==> src/rtl/ascii_line_parser_if.sv <==
// Bus bundle for ascii_line_parser: file-loader read port and the parsed-number stream.
// Read port: rd_data is valid the cycle after rd_en. Stream: a transfer happens on any cycle with
// num_valid && num_ready; num_valid/num_data stay stable until that transfer, and num_valid
// never depends combinationally on num_ready.
interface ascii_line_parser_if #(
  parameter int OUT_WIDTH = 64
) ();
  logic                 rd_en;
  logic [63:0]          rd_addr;
  logic [63:0]          rd_data;
  logic                 num_valid;
  logic                 num_ready;
  logic [OUT_WIDTH-1:0] num_data;

  modport master (
    output rd_en, rd_addr, num_valid, num_data,
    input  rd_data, num_ready
  );

  modport slave (
    input  rd_en, rd_addr, num_valid, num_data,
    output rd_data, num_ready
  );
endinterface

==> src/rtl/ascii_line_parser.sv <==
// Fetches 64-bit words from a file loader and scans them byte by byte as newline-separated
// ASCII decimal, emitting one unsigned number per non-empty line until the first NUL.
module ascii_line_parser #(
  parameter int OUT_WIDTH = 64,
  parameter int CNT_WIDTH = 32
) (
  input  logic                  clk,
  input  logic                  rst,
  input  logic                  start,
  ascii_line_parser_if.master   bus,
  output logic [CNT_WIDTH-1:0]  num_count,
  output logic                  done,
  output logic                  overflow,
  output logic                  bad_char,
  output logic [2:0]            state_dbg
);

  typedef enum logic [2:0] {
    S_IDLE  = 3'd0,
    S_FETCH = 3'd1,
    S_LOAD  = 3'd2,
    S_SCAN  = 3'd3,
    S_EMIT  = 3'd4,
    S_DONE  = 3'd5
  } state_t;

  localparam int PW = OUT_WIDTH + 4;

  state_t               state, state_nxt;
  logic [63:0]          addr;
  logic [63:0]          word_buf;
  logic [2:0]           idx;
  logic [OUT_WIDTH-1:0] acc;
  logic                 digit_seen;
  logic                 end_nul;
  logic [CNT_WIDTH-1:0] count;
  logic                 ovf_r;
  logic                 bad_r;

  logic [7:0]           cur_byte;
  logic                 is_digit, is_nl, is_cr, is_nul, last_byte;
  logic [PW-1:0]        prod;

  assign cur_byte  = word_buf[{idx, 3'b000} +: 8];
  assign is_digit  = (cur_byte >= 8'h30) && (cur_byte <= 8'h39);
  assign is_nl     = (cur_byte == 8'h0A);
  assign is_cr     = (cur_byte == 8'h0D);
  assign is_nul    = (cur_byte == 8'h00);
  assign last_byte = (idx == 3'd7);
  // Extra 4 bits catch any carry past OUT_WIDTH from acc*10 + digit.
  assign prod      = PW'(acc) * PW'(10) + PW'(cur_byte - 8'h30);

  // State register
  always_ff @(posedge clk or negedge rst) begin
    if (!rst) state <= S_IDLE;
    else      state <= state_nxt;
  end

  // Next-state logic
  always_comb begin
    state_nxt = state;
    case (state)
      S_IDLE, S_DONE: if (start) state_nxt = S_FETCH;
      S_FETCH:        state_nxt = S_LOAD;
      S_LOAD:         state_nxt = S_SCAN;
      S_SCAN: begin
        if (is_nl && digit_seen)  state_nxt = S_EMIT;
        else if (is_nul)          state_nxt = digit_seen ? S_EMIT : S_DONE;
        else if (last_byte)       state_nxt = S_FETCH;
        else                      state_nxt = S_SCAN;
      end
      S_EMIT: begin
        if (bus.num_ready) begin
          if (end_nul)        state_nxt = S_DONE;
          else if (last_byte) state_nxt = S_FETCH;
          else                state_nxt = S_SCAN;
        end
      end
      default:        state_nxt = S_IDLE;
    endcase
  end

  // Output decode
  logic rd_en_c, num_valid_c, done_c;
  always_comb begin
    rd_en_c     = 1'b0;
    num_valid_c = 1'b0;
    done_c      = 1'b0;
    case (state)
      S_FETCH: rd_en_c     = 1'b1;
      S_EMIT:  num_valid_c = 1'b1;
      S_DONE:  done_c      = 1'b1;
      default: ;
    endcase
  end

  assign bus.rd_en     = rd_en_c;
  assign bus.rd_addr   = addr;
  assign bus.num_valid = num_valid_c;
  assign bus.num_data  = acc;
  assign done          = done_c;
  assign num_count     = count;
  assign overflow      = ovf_r;
  assign bad_char      = bad_r;
  assign state_dbg     = state;

  // Datapath; acc is only cleared by a transfer, so num_data is stable through a stall.
  always_ff @(posedge clk or negedge rst) begin
    if (!rst) begin
      addr       <= '0;
      word_buf   <= '0;
      idx        <= '0;
      acc        <= '0;
      digit_seen <= 1'b0;
      end_nul    <= 1'b0;
      count      <= '0;
      ovf_r      <= 1'b0;
      bad_r      <= 1'b0;
    end else begin
      case (state)
        S_IDLE, S_DONE: begin
          if (start) begin
            addr       <= '0;
            idx        <= '0;
            acc        <= '0;
            digit_seen <= 1'b0;
            end_nul    <= 1'b0;
            count      <= '0;
            ovf_r      <= 1'b0;
            bad_r      <= 1'b0;
          end
        end
        S_LOAD: begin
          word_buf <= bus.rd_data;
          idx      <= '0;
        end
        S_SCAN: begin
          if (is_nul) begin
            end_nul <= digit_seen;
          end else if (is_nl && digit_seen) begin
            end_nul <= 1'b0;
          end else begin
            if (is_digit) begin
              acc        <= prod[OUT_WIDTH-1:0];
              digit_seen <= 1'b1;
              if (prod[PW-1:OUT_WIDTH] != '0) ovf_r <= 1'b1;
            end else if (!is_nl && !is_cr) begin
              bad_r <= 1'b1;
            end
            if (last_byte) addr <= addr + 64'd8;
            else           idx  <= idx + 3'd1;
          end
        end
        S_EMIT: begin
          if (bus.num_ready) begin
            acc        <= '0;
            digit_seen <= 1'b0;
            count      <= count + CNT_WIDTH'(1);
            if (!end_nul) begin
              if (last_byte) addr <= addr + 64'd8;
              else           idx  <= idx + 3'd1;
            end
          end
        end
        default: ;
      endcase
    end
  end

endmodule

==> src/flat_wrapper.sv <==
// flat-port wrapper written by rule: the top's interface ports become plain ports
module ascii_line_parser_flat 
#(
  parameter int OUT_WIDTH = 64,
  parameter int CNT_WIDTH = 32
)
  (clk, rst, start, num_count, done, overflow, bad_char, state_dbg, bus_rd_en, bus_rd_addr, bus_num_valid, bus_num_data, bus_rd_data, bus_num_ready);
  ascii_line_parser_if #(.OUT_WIDTH(OUT_WIDTH)) bus_i ();
  input  logic clk;
  input  logic rst;
  input  logic start;
  output logic [CNT_WIDTH-1:0] num_count;
  output logic done;
  output logic overflow;
  output logic bad_char;
  output logic [2:0] state_dbg;
  output wire logic [$bits(bus_i.rd_en)-1:0] bus_rd_en;
  output wire logic [$bits(bus_i.rd_addr)-1:0] bus_rd_addr;
  output wire logic [$bits(bus_i.num_valid)-1:0] bus_num_valid;
  output wire logic [$bits(bus_i.num_data)-1:0] bus_num_data;
  input wire logic [$bits(bus_i.rd_data)-1:0] bus_rd_data;
  input wire logic [$bits(bus_i.num_ready)-1:0] bus_num_ready;
  assign bus_rd_en = bus_i.rd_en;
  assign bus_rd_addr = bus_i.rd_addr;
  assign bus_num_valid = bus_i.num_valid;
  assign bus_num_data = bus_i.num_data;
  assign bus_i.rd_data = bus_rd_data;
  assign bus_i.num_ready = bus_num_ready;
  ascii_line_parser #(.OUT_WIDTH(OUT_WIDTH), .CNT_WIDTH(CNT_WIDTH)) u_core (.clk(clk), .rst(rst), .start(start), .bus(bus_i), .num_count(num_count), .done(done), .overflow(overflow), .bad_char(bad_char), .state_dbg(state_dbg));
endmodule
==> config.mk <==
export PLATFORM = sky130hd
export DESIGN_NAME = ascii_line_parser_flat
export DESIGN_NICKNAME = d
export VERILOG_FILES = /design/src/rtl/ascii_line_parser_if.sv /design/src/rtl/ascii_line_parser.sv /design/src/flat_wrapper.sv
export SDC_FILE = /design/constraint.sdc
export NUM_CORES = 1
export LEC_CHECK = 0
export CORE_MARGIN = 5
export CORE_UTILIZATION = 50
export DETAILED_ROUTE_END_ITERATION = 16
export PLACE_DENSITY = 0.73
export SYNTH_ARGS = -nofsm -noshare
export SYNTH_HDL_FRONTEND = slang
export SYNTH_SLANG_ARGS = --single-unit
==> constraint.sdc <==
create_clock -name clk -period 21.8 [get_ports clk]
set_input_delay 2.18 -clock clk [delete_from_list [all_inputs] [get_ports clk]]
set_output_delay 2.18 -clock clk [all_outputs]
set_load 0.005 [all_outputs]
### Clock routing, run 1

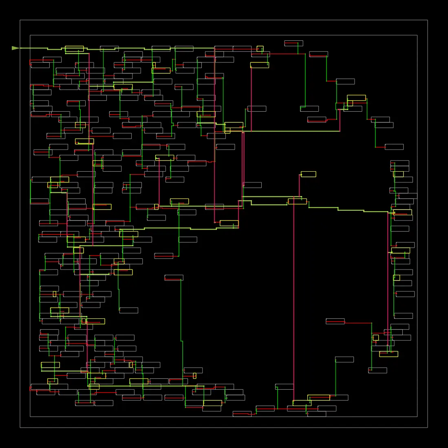
clock group power: 0.000461 W
CTS Buf Count: 27
clk_skew: 0.0297 ns
Num Clock Sinks: 231

### Sequential cells colored by netlist name, run 1

(2 px per um)
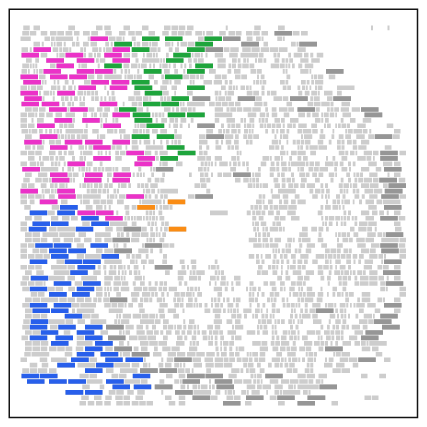
[magenta] u_core.bus.rd_addr | sequential cells: 61
[orange] u_core.state_dbg | sequential cells: 3
[green] u_core.num_count | sequential cells: 32 | where: north
[blue] u_core.word_buf | sequential cells: 64

==> results.toml, run 1 <==
# generated from flow reports
[yosys]
netlist_area_um2 = 18700
yosys_area_um2 = 18700
postSynthAreaPerCell_um2 = 8.86
synth_top_cell_by_count = "dfrtp_1"
area_leaders = "dfrtp_1, ha_1, xor2_1"
top_cells_by_count = "dfrtp_1, nand2_1, ha_1"
async_reset_ff_share_pct = 100
ys.flops = 231
syn_inst = 2112
ys_cells = 2112

[sta]
drv_slew = 0
period_minus_slack_ns = 6.94
relSlewSlack_pct = 24.1
max_freq_mhz = 144
hold_viol_final = 0
min_period_over_period_pct = 31.8
grt_setup_unrepaired = "no"
tns_ns = 0
setup_viol = 0

[setup_path]
r2r_slack_ns = 14.86
rr_worst_depth = 26
cp_slowest_cell = "a221oi_1"
cpMostUsedCell = "a21o_1"
worstReg2RegEnd = "u_core.overflow"
end_kind = "flop"
cp_max_fo = 8
cp.arrival_ns = 7.40
path_class = "reg2reg"

[clock_tree]
ctsResizeCount = 0
holdBufCountCts = 0
cts_tree = "built"
clk_latency_ns = 0.59
cts_root_buf = "clkbuf_16"
post_cts_buffers = 0
cts_buffer_depth = 3

[placed_design]
place_ws_ns = 15.05
gp_congestion = 0.934
place_area_um2 = 21300
portBuffers = 232

[outcome]
status = "completed"

[global_routing]
grt_pass1_wl_um = 86400
grt_pass1_vias = 16700
grt_overflow = 0

[worst_hold_path]
worstHoldStart = "u_core.word_buf[51]"
holdPathEnd = "u_core.word_buf[51]"

[route]
vias = 16600
post-route-drc-count = 0
drtIter0Drc = 1249
antenna_left = 0
avgRoutedWirePerCell_um = 18.9

[floorplan]
initial_core_util_pct = 50.8
coreArea_um2 = 36800
rows = 70
ios = 236

[cells_and_area]
area_delta_synth_final_pct = 19.0
fin_nets = 2565
design_area_um2 = 22200
drive_gt1_share_pct = 6.83

[run]
max-cap-violations = 0
tool_warnings = 37

[pwr]
p_seq_share_pct = 16.0
switchingPower_w = 0.00207
internal_power_w = 0.00197
power_density_nw_per_um2 = 181
p_leak_nw = 10.2
peakVddDrop_mv = 0.0910
### Metal layers overlaid, run 1

(2 px per um)
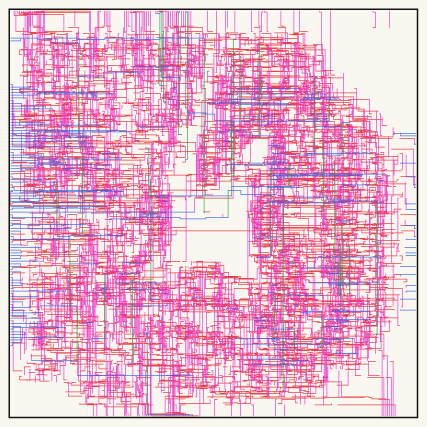
[red] metal 1 | wire length: 22.9 mm
[green] metal 4 | wire length: 1,430 um
[magenta] metal 2 | wire length: 24.5 mm
[blue] metal 3 | wire length: 3,730 um

==> run 1: worst max-delay path by stage <==
stage | depth (start not counted) | from | slack [ns] | endpoint
2_1_floorplan | 20 | u_core.idx[0] | 14.62 | u_core.overflow
3_3_place_gp | 23 | u_core.bus.num_data[1] | 15.24 | u_core.overflow
3_5_place_dp | 26 | u_core.bus.num_data[1] | 15.05 | u_core.overflow
4_1_cts | 23 | u_core.bus.num_data[1] | 15.02 | u_core.overflow
5_1_grt | 26 | u_core.bus.num_data[1] | 14.52 | u_core.overflow
6_report | 26 | u_core.bus.num_data[1] | 14.86 | u_core.overflow
==> run 1: critical path: cells and delay by family, from the launching register on <==
kind                       cells  cell delay [ns]
AOI/OAI and AO/OA             18             4.23
adders and majority gates      4             1.37
DFF                            1             0.44
muxes                          1             0.36
and+or+nand+nor                2             0.26
xor gates and xnor gates       1             0.15
==> run 1: sequential cells by signal (all words and copies together) (netlist names) <==
name / flops
u_core.idx: 3
u_core.bus.num_data: 64
u_core.word_buf: 64
u_core.bus.rd_addr: 61
u_core.digit_seen: 1
u_core.state_dbg: 3
u_core.bad_char: 1
u_core.overflow: 1
u_core.num_count: 32
u_core.end_nul: 1
==> run 1: power by group through the flow <==
stage	Clock, W	Sequential, W	Combinational (W)
detailed placement	0	0.000653	0.00288
CTS	0.000472	0.000647	0.00290
floorplan	0	0.000617	0.00214
global placement	0	0.000647	0.00285
finish	0.000461	0.000647	0.00293
global route	0.000489	0.000663	0.00322
==> run 1: layout by cell type, fill, tap and decap left out, types with 48 or more instances in the layout <==
cell type        Yosys  routed
a21o_1              68      68
mux2_2              67      67
a21oi_1            174     174
nand3_1             61      61
xnor2_1             79      79
ha_1               200     200
clkdlybuf4s50_1      0     231
nor2_1             176     172
o21ai_0            106     106
nand2_1            219     219
xor2_1             116     116
inv_1               48      48
dfrtp_1            231     231
==> run 1: cell families (layout without fill, tap and decap cells) <==
kind of cell	after synthesis	after routing	share of synthesized area [%]
multiplexers	93	93	6.50
buffers and inverters	139	339	3.02
other	1	4	0.0200
adder cells (fa/ha/maj)	202	202	13.6
XOR/XNOR	195	195	9.13
AND-OR/OR-AND	576	576	19.9
flip-flops	231	231	30.9
AND/OR/NAND/NOR	675	675	16.9
==> run 1: final cells by class <==
class                   instances  area, um2
fillers                      3202      14500
well taps                     468        586
flip-flops and latches        231       5780
clock buffers                  39        801
clock inverters                 9        100
diodes                          1       2.50
repair buffers                242       2400
inverters                      49        184
multi-input cells            1744      12400
==> run 1: per-layer routing <==
| layer | share of wire (%) | GRT usage, % |
|---|---|---|
| met1 | 44 | 33.2 |
| met2 | 47 | 41.2 |
| met3 | 7.1 | 5.57 |
| met4 | 2.7 | 6.00 |
| met5 | 0 | 0 |
==> run 1: per-stage QoR <==
| step | util, % | total power [W] | hold WS (ns) | cells |
|---|---|---|---|---|
| after floorplan | - | 0.00276 | 0.475 | 2114 |
| after global placement | 58.0 | 0.00349 | 0.485 | 2734 |
| after detailed placement | 58.0 | 0.00354 | 0.491 | 2734 |
| after CTS | 60.5 | 0.00402 | 0.503 | 2782 |
| after global routing | 60.5 | 0.00437 | 0.513 | 2782 |
| final | 60.5 | 0.00403 | 0.499 | 2783 |
==> run 1 -> run 2 <==
--- a/config.mk
+++ b/config.mk
@@ -8,7 +8,7 @@
 export CORE_MARGIN = 5
 export CORE_UTILIZATION = 50
 export DETAILED_ROUTE_END_ITERATION = 16
-export PLACE_DENSITY = 0.73
+export PLACE_DENSITY = 0.76
 export SYNTH_ARGS = -nofsm -noshare
 export SYNTH_HDL_FRONTEND = slang
 export SYNTH_SLANG_ARGS = --single-unit
==> constraint.sdc (replaced) <==
create_clock -name clk -period 6.04 [get_ports clk]
set_input_delay 0.604 -clock clk [delete_from_list [all_inputs] [get_ports clk]]
set_output_delay 0.604 -clock clk [all_outputs]
set_load 0.005 [all_outputs]
==> run 2 against run 1 <==
  * Hold slack worse by 0.43 ns
  * Clock power went up to 3.7 times the previous value
  * Via count is 2.7% higher
  * Fmax is 20% higher
  * Sequential power went up to 3.6 times the previous value
  * Core utilization is 2.1 points higher
  * Critical path type unchanged
  * Critical endpoint unchanged
  * Largest cell class unchanged
  * Largest power group unchanged
==> results.toml, run 2 <==
# generated from flow reports
[outcome]
status = "completed"

[global_routing]
grt_pass1_vias = 16800
grt_pass1_wl_um = 86100
grt_overflow = 0
antenna_found_initial = 2

[setup_path]
slowest_delay_ns = 0.41
cp.arrival_ns = 6.20
cp_max_fo = 4
end_kind = "flop"
critPathTopFamily = "AND-OR/OR-AND gates"
crit_required_ns = 6.47
cp.buffers_inverters = 1
critPathLaunchType = "flop"
path_class = "reg2reg"
cp_slowest_cell = "a311o_1"

[clock_tree]
cts_tree = "built"
cts_buffer_depth = 3
cts_made_buffers = 27
clk_latency_ns = 0.55
clkSinkCount = 231
cts_root_buf = "clkbuf_16"

[pwr]
power_density_nw_per_um2 = 676
p_leak_nw = 10.6
peakVddDrop_mv = 0.409

[yosys]
yosys.stat.seqShare_pct = 30.9
ys.flops = 231
synth_top_cell_by_area = "dfrtp_1"
postSynthAreaPerCell_um2 = 8.86
top_cells_by_count = "dfrtp_1, nand2_1, ha_1"
netlist_area_um2 = 18700
ys_cells = 2112
ys_warn_count = 0
area_leaders = "dfrtp_1, ha_1, xor2_1"
ff_type = "dfrtp_1"
async_reset_ff_share_pct = 100
syn_inst = 2112
synth_top_cell_by_count = "dfrtp_1"
yosys_area_um2 = 18700

[cells_and_area]
fin_nets = 2638
num_antenna_cells = 0
layout_top_cells = "clkdlybuf4s50_1, dfrtp_1, nand2_1, ha_1, nor2_1"
area_delta_synth_final_pct = 23.0
drive_gt1_share_pct = 10.6

[placed_design]
gp_congestion = 0.920
portBuffers = 232

[sta]
max_freq_mhz = 173
period_minus_slack_ns = 5.77
final.setup_skew_ns = 0.0179
relSlewSlack_pct = 26.8
tns_ns = 0
drv_slew = 0
worstMarginPinSlew_ns = 1.10
hold_viol_final = 0
hold_ws_ns = 0.0713
min_period_over_period_pct = 95.5
grt_setup_unrepaired = "yes"
setup_viol = 0

[route]
drtIter0Drc = 1102
antenna_left = 0
totalWireLength_um = 53300
post-route-drc-count = 0
vias = 17100
avgRoutedWirePerCell_um = 18.7

[floorplan]
coreArea_um2 = 36800
ios = 236
initial_core_util_pct = 50.8
rows = 70
die-area_um2 = 41400

[run]
tool_warnings = 36
max-cap-violations = 0
## run 2: layout make-up
class                           instances  area [um2]
Clock inverter                         10         168
Multi-Input combinational cell       1744       12500
Timing Repair Buffer                  315        2990
Tap cell                              468         586
Fill cell                            3092       13800
Sequential cell                       231        5780
Clock buffer                           38         757
Inverter                               49         184
## run 2: final timing paths
check,endpoint,startpoint,cells past startpoint,slack [ns]
max reg2reg,u_core.overflow,u_core.bus.num_data[1],25,0.27
max in group asynchronous,u_core.bus.num_data[25],rst,2,4.74
min reg2reg,u_core.bad_char,u_core.bad_char,2,0.50
min,u_core.bus.rd_addr[46],rst,1,0.07
max,u_core.overflow,u_core.bus.num_data[1],25,0.27
min in group clk,u_core.bad_char,u_core.bad_char,2,0.50
## run 2: through the flow
stage / setup WS (ns) / total power (W) / utilization [%] / instances / area (um2)
floorplan: 0.0975 / 0.00997 / - / 2114 / 18700
global placement: -0.0209 / 0.0133 / 59.6 / 2804 / 21900
detailed placement: -0.156 / 0.0135 / 59.6 / 2804 / 21900
CTS: 0.00259 / 0.0153 / 62.1 / 2852 / 22800
global route: -0.0261 / 0.0167 / 62.5 / 2855 / 23000
finish: 0.271 / 0.0155 / 62.5 / 2855 / 23000
## run 2: routing by layer
metal | track usage [%] | wire [um] | vias up
met3 | 5.47 | 3910 | 100
met2 | 41.0 | 24900 | 538
met5 | 0 | 11 | -
li1 | - | - | 8228
met1 | 33.1 | 23100 | 8217
met4 | 6.31 | 1330 | 2
## run 2: power breakdown
group | total [W] | internal (W) | switching, W
combinational | 0.0115 | 0.00478 | 0.00673
sequential | 0.00233 | 0.00197 | 0.000352
clock | 0.00171 | 0.00104 | 0.000666
total | 0.0155 | 0.00780 | 0.00775
## run 2: what timing repair did
item / CTS / global route
setup buffers: 0 / 3
hold endpoints to repair: 0 / 0
endpoints found under the setup margin: 5 / 15
resized: 3 / 33
hold buffers: 0 / 0
pin swaps: 0 / 14
## run 2: kinds of logic (layout without fill, tap and decap cells)
kind of cell / count (synthesis) / count (layout) / share of synthesized area (%)
other: 1 / 3 / 0.0200
muxes: 93 / 93 / 6.50
adders and majority gates: 202 / 202 / 13.6
and+or+nand+nor: 675 / 675 / 16.9
xor gates and xnor gates: 195 / 195 / 9.13
buffers and inverters: 139 / 412 / 3.02
DFF: 231 / 231 / 30.9
AOI/OAI and AO/OA: 576 / 576 / 19.9
### Metal layers overlaid, run 2

(2 px per um)
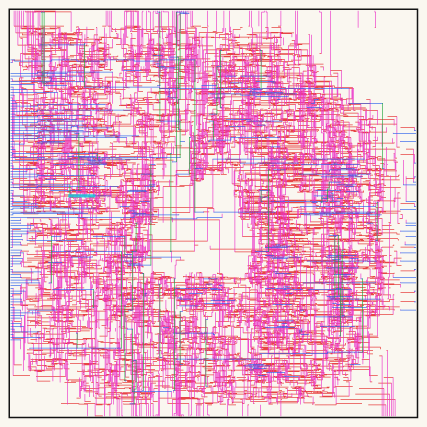
[blue] metal 3 | wire length: 3,910 um
[green] metal 4 | wire length: 1,330 um
[cyan] metal 5 | wire length: 12.0 um
[red] metal 1 | wire length: 23.1 mm
[magenta] metal 2 | wire length: 24.9 mm

### M4 wires, run 2

(3 px per um) Supply wires on this layer in gray. Cells faint in the background.
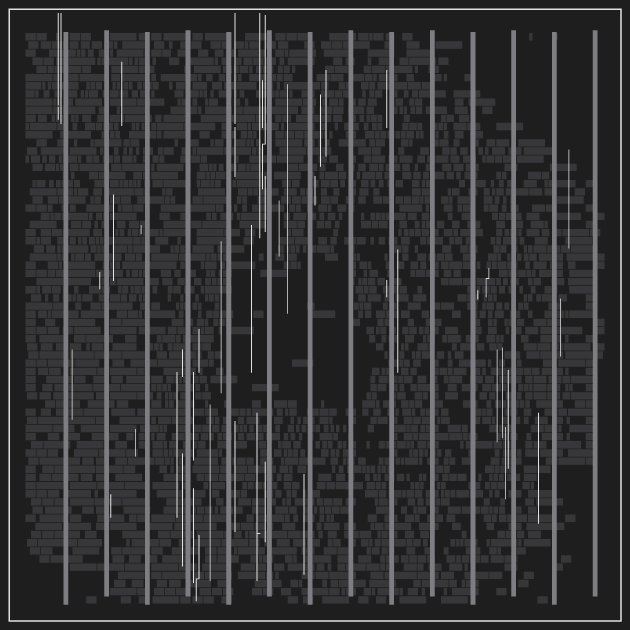
nets with wire on the layer: 35
share of all routed wire: 2.5%
longest straight run: 76.2 um
main direction: vertical

Power and IR drop assume default switching activity.
